**Run 1: signal wires by layer**

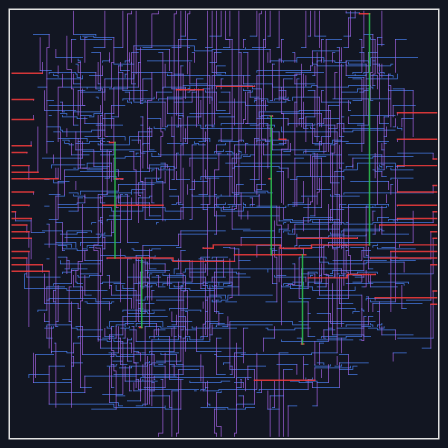
**Run 1: sequential cells grouped by signal name**

Other sequential cells in the stronger grey, the rest of the logic in the fainter grey.
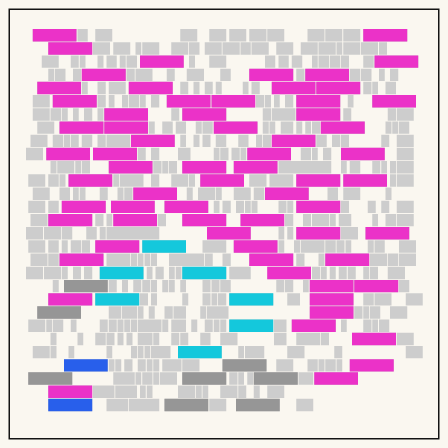
**Run 1: clock routing**

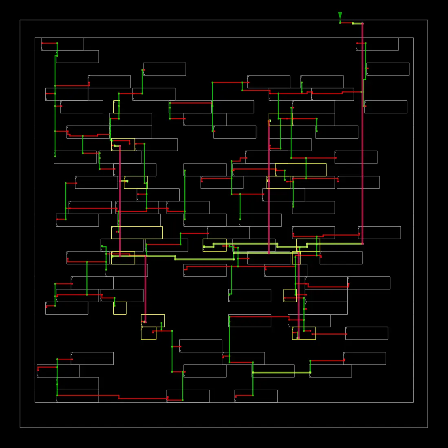
**Run 1: ports around the boundary**

Pins as bars across the die edge, other pins in grey.
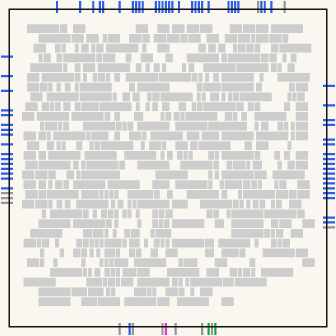
File: config.mk
export PLATFORM = sky130hd
export DESIGN_NAME = tx_block_serializer
export DESIGN_NICKNAME = d
export VERILOG_FILES = /design/src/rtl/tx_block_serializer.sv
export SDC_FILE = /design/constraint.sdc
export NUM_CORES = 1
export LEC_CHECK = 0
export ABC_AREA = 1
export CAP_MARGIN = 0
export CORE_MARGIN = 3
export CORE_UTILIZATION = 55
export CTS_CLUSTER_SIZE = 8
export DETAILED_ROUTE_END_ITERATION = 12
export GPL_TIMING_DRIVEN = 1
export PLACE_DENSITY = 0.82
export RECOVER_POWER = 25
export REMOVE_ABC_BUFFERS = 1
export SETUP_SLACK_MARGIN = 0.5
export SYNTH_ARGS = -nofsm -noshare
export SYNTH_HDL_FRONTEND = slang
export SYNTH_SLANG_ARGS = --single-unit
File: constraint.sdc
create_clock -name clk -period 3.5 [get_ports clk]
set_clock_uncertainty 0.05 [all_clocks]
set_input_delay 0.7 -clock clk [delete_from_list [all_inputs] [get_ports clk]]
set_output_delay 0.7 -clock clk [all_outputs]
set_load 0.005 [all_outputs]
File: src/rtl/tx_block_serializer.sv
// Serialises 66-bit sync+payload blocks onto a one-bit lane feeding the scrambler,
// gating scrambler advance to payload bits and aligning reseed pulses to block starts.
module tx_block_serializer #(
    parameter int DATA_W = 64,
    parameter int SYNC_W = 2,
    parameter int CNT_W  = 7
) (
    input  logic              clk,
    input  logic              rst,
    input  logic              blk_valid,
    output logic              blk_ready,
    input  logic [SYNC_W-1:0] blk_sync,
    input  logic [DATA_W-1:0] blk_data,
    input  logic              scr_rst_req,
    output logic              ser_data,
    output logic              ser_valid,
    output logic              ser_scr_en,
    output logic              ser_bypass,
    output logic              scr_rst,
    output logic              blk_start,
    output logic              hdr_err,
    output logic              underrun
);

    localparam int BLK_W = SYNC_W + DATA_W;
    localparam logic [CNT_W-1:0] SYNC_LAST = CNT_W'(SYNC_W - 1);
    localparam logic [CNT_W-1:0] DATA_LAST = CNT_W'(DATA_W - 1);

    typedef enum logic [1:0] {IDLE, SYNC, DATA} state_t;

    state_t             state, state_n;
    logic [CNT_W-1:0]   bit_cnt, bit_cnt_n;
    logic [BLK_W-1:0]   shreg, shreg_n;
    logic               pend, pend_n;
    logic               last_bit;
    logic               accept;
    logic               hdr_ok;
    logic               valid_n, bypass_n, scr_en_n, start_n, srst_n, herr_n, udr_n;

    assign last_bit  = (state == DATA) && (bit_cnt == DATA_LAST);
    assign blk_ready = (state == IDLE) || last_bit;
    assign accept    = blk_valid && blk_ready;
    assign hdr_ok    = (blk_sync == SYNC_W'(1)) || (blk_sync == SYNC_W'(2));

    // The bit on the lane is always bit 0 of the shift register, so ser_data is a flop output.
    assign ser_data = shreg[0];

    always_ff @(posedge clk or negedge rst) begin
        if (!rst) begin
            state      <= IDLE;
            bit_cnt    <= '0;
            shreg      <= '0;
            pend       <= 1'b0;
            ser_valid  <= 1'b0;
            ser_bypass <= 1'b0;
            ser_scr_en <= 1'b0;
            blk_start  <= 1'b0;
            scr_rst    <= 1'b0;
            hdr_err    <= 1'b0;
            underrun   <= 1'b0;
        end else begin
            state      <= state_n;
            bit_cnt    <= bit_cnt_n;
            shreg      <= shreg_n;
            pend       <= pend_n;
            ser_valid  <= valid_n;
            ser_bypass <= bypass_n;
            ser_scr_en <= scr_en_n;
            blk_start  <= start_n;
            scr_rst    <= srst_n;
            hdr_err    <= herr_n;
            underrun   <= udr_n;
        end
    end

    always_comb begin
        state_n   = state;
        bit_cnt_n = bit_cnt;
        shreg_n   = shreg >> 1;
        case (state)
            IDLE: begin
                shreg_n = '0;
                if (accept) begin
                    state_n   = SYNC;
                    bit_cnt_n = '0;
                    shreg_n   = {blk_data, blk_sync};
                end
            end
            SYNC: begin
                if (bit_cnt == SYNC_LAST) begin
                    state_n   = DATA;
                    bit_cnt_n = '0;
                end else begin
                    bit_cnt_n = bit_cnt + CNT_W'(1);
                end
            end
            DATA: begin
                if (last_bit) begin
                    bit_cnt_n = '0;
                    if (accept) begin
                        state_n = SYNC;
                        shreg_n = {blk_data, blk_sync};
                    end else begin
                        state_n = IDLE;
                        shreg_n = '0;
                    end
                end else begin
                    bit_cnt_n = bit_cnt + CNT_W'(1);
                end
            end
            default: begin
                state_n   = IDLE;
                bit_cnt_n = '0;
                shreg_n   = '0;
            end
        endcase
    end

    // Output flags are decoded from the next state so they leave on flops aligned with shreg[0].
    always_comb begin
        valid_n  = (state_n != IDLE);
        bypass_n = (state_n == SYNC);
        scr_en_n = (state_n == DATA);
        start_n  = accept;
        srst_n   = accept && (pend || scr_rst_req);
        herr_n   = accept && !hdr_ok;
        udr_n    = last_bit && !accept;
        pend_n   = accept ? 1'b0 : (pend || scr_rst_req);
    end

endmodule
==> results.txt, run 1 <==
run metrics: status complete, but fails checks, failing checks max-capacitance violations, max-slew violations, RR Startpoint state[0]$_DFF_PN0_, Chip Area 7771 um^2, Pins Over Slew Limit 84, Top class by area registers, DRT Wirelength 7384 um, layout cell share with drive strength beyond 1 17.45%, Max-Cap Viols 1, Fin. Hold Viols 0, RSZ-0062 raised after global routing false, initial antenna violation count 0, n_taps 77, Critical Path Sink blk_ready, R2R Setup Slk 1.27 ns, fa+ha+maj area frac 2.022%, Area Growth Syn to Fin 25.31%, drt wl/cell 13.50 um, CTS max path bufs 2, Flops after synth 83, die height 88.16 um, Top Layout Cells nand2_1, dfrtp_1, clkdlybuf4s50_1, Fill cells 483, HP Class reg -> reg, Post-synth top cells nand2_1, dfrtp_1, nand3_1, Design Area, Final 4652 um^2, Warnings, synthesis 0, Avg Vias per Cell 5.091, Post-Synth AOI/OAI Area 2.427%, inverter count 20, CTS tree built, fin nets 541, Syn Inst Count 393, GPL Wtd Cong 0.8701, CP startpoint state[0]$_DFF_PN0_, clock group power 0.000744 W, Power Total 0.003427 W, final setup margin 0.7330 ns, XOR/XNOR Area Share 0.2359%, Post-synth EDFFs 0, Port Buffers 78, DRC Markers 0, htree depth 3, Cells after DPL 531, ANT nets after route 0, required time of the critical path 2.75 ns
Notes on 'signal wires by layer' above:
M2: shown in purple, wire length 3,610 um. M4: shown in green, wire length 133 um. M1: shown in blue, wire length 3,300 um. M3: shown in red, wire length 343 um.

Notes on 'sequential cells grouped by signal name' above:
`shreg`: shown in magenta, flops 66. `state`: shown in blue, flops 2. `bit_cnt`: shown in cyan, flops 7.
Another 8 sequential cells are not coloured.

Notes on 'clock routing' above:
Inserted Clock Buffers: 9
clk sinks: 83
Flops: 83

Notes on 'ports around the boundary' above:
`scr_rst_req`: shown in magenta, pins 1, direction input, edge bottom. `blk_data`: shown in blue, pins 64, direction input, edge 29 top, 18 right, 16 left, 1 bottom. `blk_sync`: shown in green, pins 2, direction input, edge bottom.

[run 1: registers in the layout (all words and copies together), names as in the netlist]
name        flops
blk_start       1
shreg          66
ser_valid       1
scr_rst         1
hdr_err         1
pend            1
bit_cnt         7
ser_scr_en      1
state           2
ser_bypass      1
underrun        1
[run 1: worst max-delay path, stage by stage (launching register included)]
cell and delay [ns]:
dfrtp_1 0.40, inv_1 0.11, ha_1 0.20, inv_1 0.05, nor2_1 0.21, nand3_4 0.12
nand2_4 0.08, clkdlybuf4s50_1 0.51
[run 1: per-layer routing]
layer	track usage, %	vias up	share of wire, %
li1	-	1389	-
met2	33.90	66	49
met4	7.418	0	1.8
met1	27.32	1318	45
met3	3.763	12	4.6
met5	0	-	0
**Run 1: selected gate families**

The bar under the picture is 20 um long.
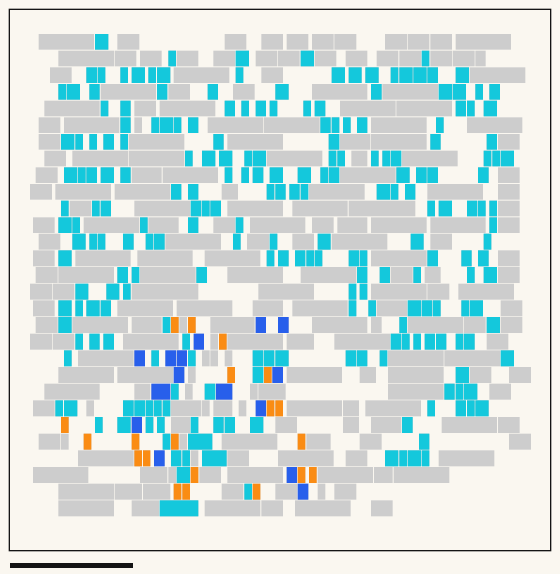

==> run 2, diff against run 1 <==
Settings changed: CORE_UTILIZATION 55 to 51, PLACE_DENSITY 0.82 to 0.77.
Clock period 3.5 ns to 2.8 ns, I/O delays scaled along.
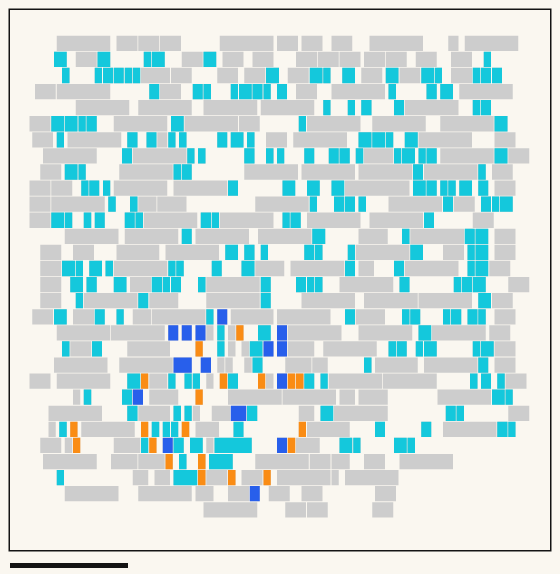
**Above:** run 2 (selected gate families).
The bar under the picture is 20 um long.
inv cells: shown in orange, cells 20, most used inv_1. nand cells: shown in cyan, cells 227, most used nand2_1. aoi and oai cells: shown in blue, cells 15, most used a21oi_1.

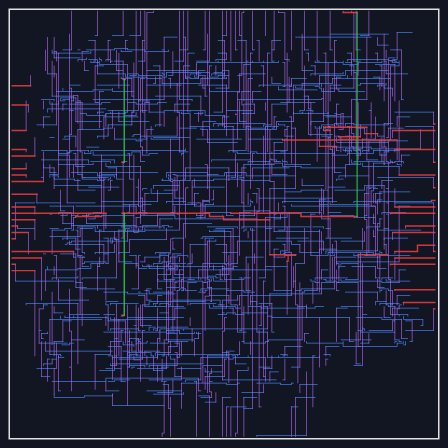
**Above:** run 2 (signal wires by layer).
M3: shown in red, wire length 328 um. M4: shown in green, wire length 83.0 um. M2: shown in purple, wire length 3,620 um. M1: shown in blue, wire length 3,390 um.

==> results.txt, run 2 <==
run metrics: fin nets 544 (was 541), DRC Markers 0 (unchanged), GPL Wtd Cong 0.8715 (was 0.8701), Syn Inst Count 393 (unchanged), CTS tree built (unchanged), Pins Over Slew Limit 0 (was 84), Inserted Clock Buffers 9 (unchanged), highest routed layer met4 (unchanged), Design Area, Final 4741 um^2 (was 4652 um^2), Most Crowded Layer GR met2 (unchanged), Flops 83 (unchanged), Post-synth EDFFs 0 (unchanged), Power Total 0.004276 W (was 0.003427 W), drt wl/cell 13.03 um (was 13.50 um), die height 91.32 um (was 88.16 um), RSZ-0062 raised after global routing false (unchanged), ANT nets after route 0 (unchanged), Top class by area registers (unchanged), Warnings, synthesis 0 (unchanged), Buf/Inv on CP 3 (unchanged), CP max stage cell dfrtp_1 (was clkdlybuf4s50_1), inverter count 20 (unchanged), htree depth 3 (unchanged), Chip Area 8338 um^2 (was 7771 um^2), Reg with most FFs shreg (unchanged), required time of the critical path 2.19 ns (was 2.75 ns), largest registers shreg: 66 flops, bit_cnt: 7 flops, state: 2 flops (unchanged), status finished, final reports clean (was complete, but fails checks)
-- run 2: kinds of logic after synthesis --
kind of cell,count (synthesis),synth area share [%]
AND-OR/OR-AND,16,2.427
flip-flops,83,55.95
AND/OR/NAND/NOR,245,32.26
adder cells (fa/ha/maj),6,2.022
XOR/XNOR,1,0.2360
buffers and inverters,42,7.111
-- run 2: worst max path at each step --
stage	depth (start not counted)	slack [ns]	start	end
after floorplan	10	0.22	state[0]$_DFF_PN0_	shreg[21]$_DFF_PN0_
after global placement	7	0.60	state[0]$_DFF_PN0_	blk_ready
after detailed placement	7	0.56	state[0]$_DFF_PN0_	blk_ready
after CTS	7	0.58	state[0]$_DFF_PN0_	blk_ready
after global routing	7	0.50	state[0]$_DFF_PN0_	blk_ready
final	7	0.59	state[0]$_DFF_PN0_	blk_ready
**Run 2: clock routing**

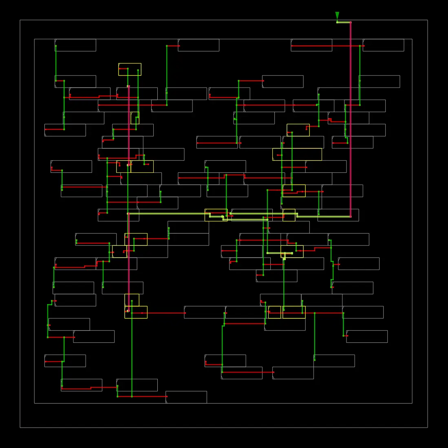

==> run 3, diff against run 2 <==
Settings changed: CORE_UTILIZATION 51 to 46, PLACE_DENSITY 0.77 to 0.73.
Clock period 2.8 ns to 1.9 ns, I/O delays scaled along.
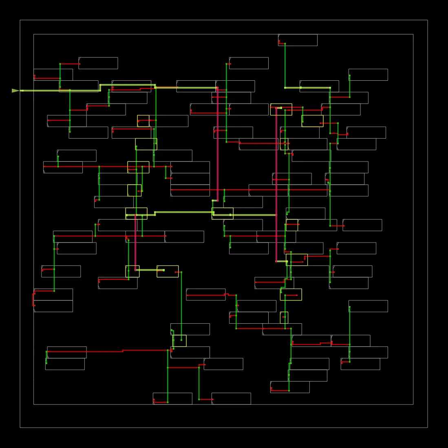
**Above:** run 3 (clock routing).
Latency at later pin: 0.35 ns
final-layout clock buffer total: 9
clock group power: 0.00113 W

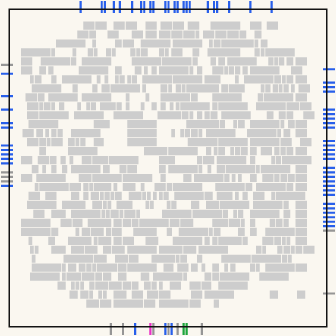
**Above:** run 3 (ports around the boundary).
Pins as bars across the die edge, other pins in grey.
`blk_sync`: shown in green, pins 2, direction input, edge bottom. `blk_data`: shown in blue, pins 64, direction input, edge 27 right, 23 top, 11 left, 3 bottom. `scr_rst_req`: shown in magenta, pins 1, direction input, edge bottom.
All pins by edge: 29 right, 23 top, 15 left, 12 bottom.

==> results.txt, run 3 <==
run metrics: final setup margin 0.1108 ns (was 0.5915 ns), fa+ha+maj area frac 2.022% (unchanged), Pins Over Slew Limit 0 (unchanged), routed length on met2 4433 um (was 3619 um), largest registers shreg: 66 flops, bit_cnt: 7 flops, state: 2 flops (unchanged), Critical Path Sink shreg[25]$_DFF_PN0_ (was blk_ready), Warnings, synthesis 0 (unchanged), Cells after DPL 569 (was 549), status finished, final reports clean (unchanged), Port Buffers 78 (unchanged), RR Startpoint state[0]$_DFF_PN0_ (unchanged), Post-synth EDFFs 0 (unchanged), DRT Wirelength 9001 um (was 7416 um), met1 wire length 3987 um (was 3386 um), Power Total 0.007591 W (was 0.004276 W), Post-synth top cells nand2_1, dfrtp_1, nand3_1 (unchanged), fin nets 580 (was 544), Avg Vias per Cell 4.907 (was 4.838), XOR/XNOR Area Share 0.2359% (unchanged), CTS max path bufs 2 (unchanged), Max-Cap Viols 0 (unchanged), Top Layout Cells dfrtp_1, nand2_1, nand3_1 (was nand2_1, dfrtp_1, clkdlybuf4s50_1), Design Area, Final 5420 um^2 (was 4741 um^2), die height 95.84 um (was 91.32 um), GR Util met2 29.65% (was 30.23%), wire length on met3 505 um (was 327 um), clk sinks 83 (unchanged), R2R Setup Slk 0.11 ns (was 0.79 ns), Chip Area 9184 um^2 (was 8338 um^2), ANT nets after route 0 (unchanged), drt wl/cell 14.73 um (was 13.03 um)
-- run 3: cell type report --
class / instances / area share (%)
timing repair buffer: 122 / 25.58
sequential: 83 / 38.32
inverter: 20 / 1.431
clock inverter: 7 / 0.9464
tap: 102 / 2.355
multi-input combinational: 268 / 29.09
clock buffer: 9 / 2.285
-- run 3: worst max-delay path, stage by stage (launching register included) --
cell and delay (ns):
dfrtp_1 0.40, inv_2 0.09, ha_4 0.14, inv_2 0.04
nor2_4 0.10, nand3_4 0.09, nand2_4 0.07, buf_4 0.11
nand2_4 0.05, nor2_4 0.13, buf_6 0.18, clkbuf_16 0.16
nand2_2 0.05, nand2_1 0.06
Power and IR drop assume default switching activity.
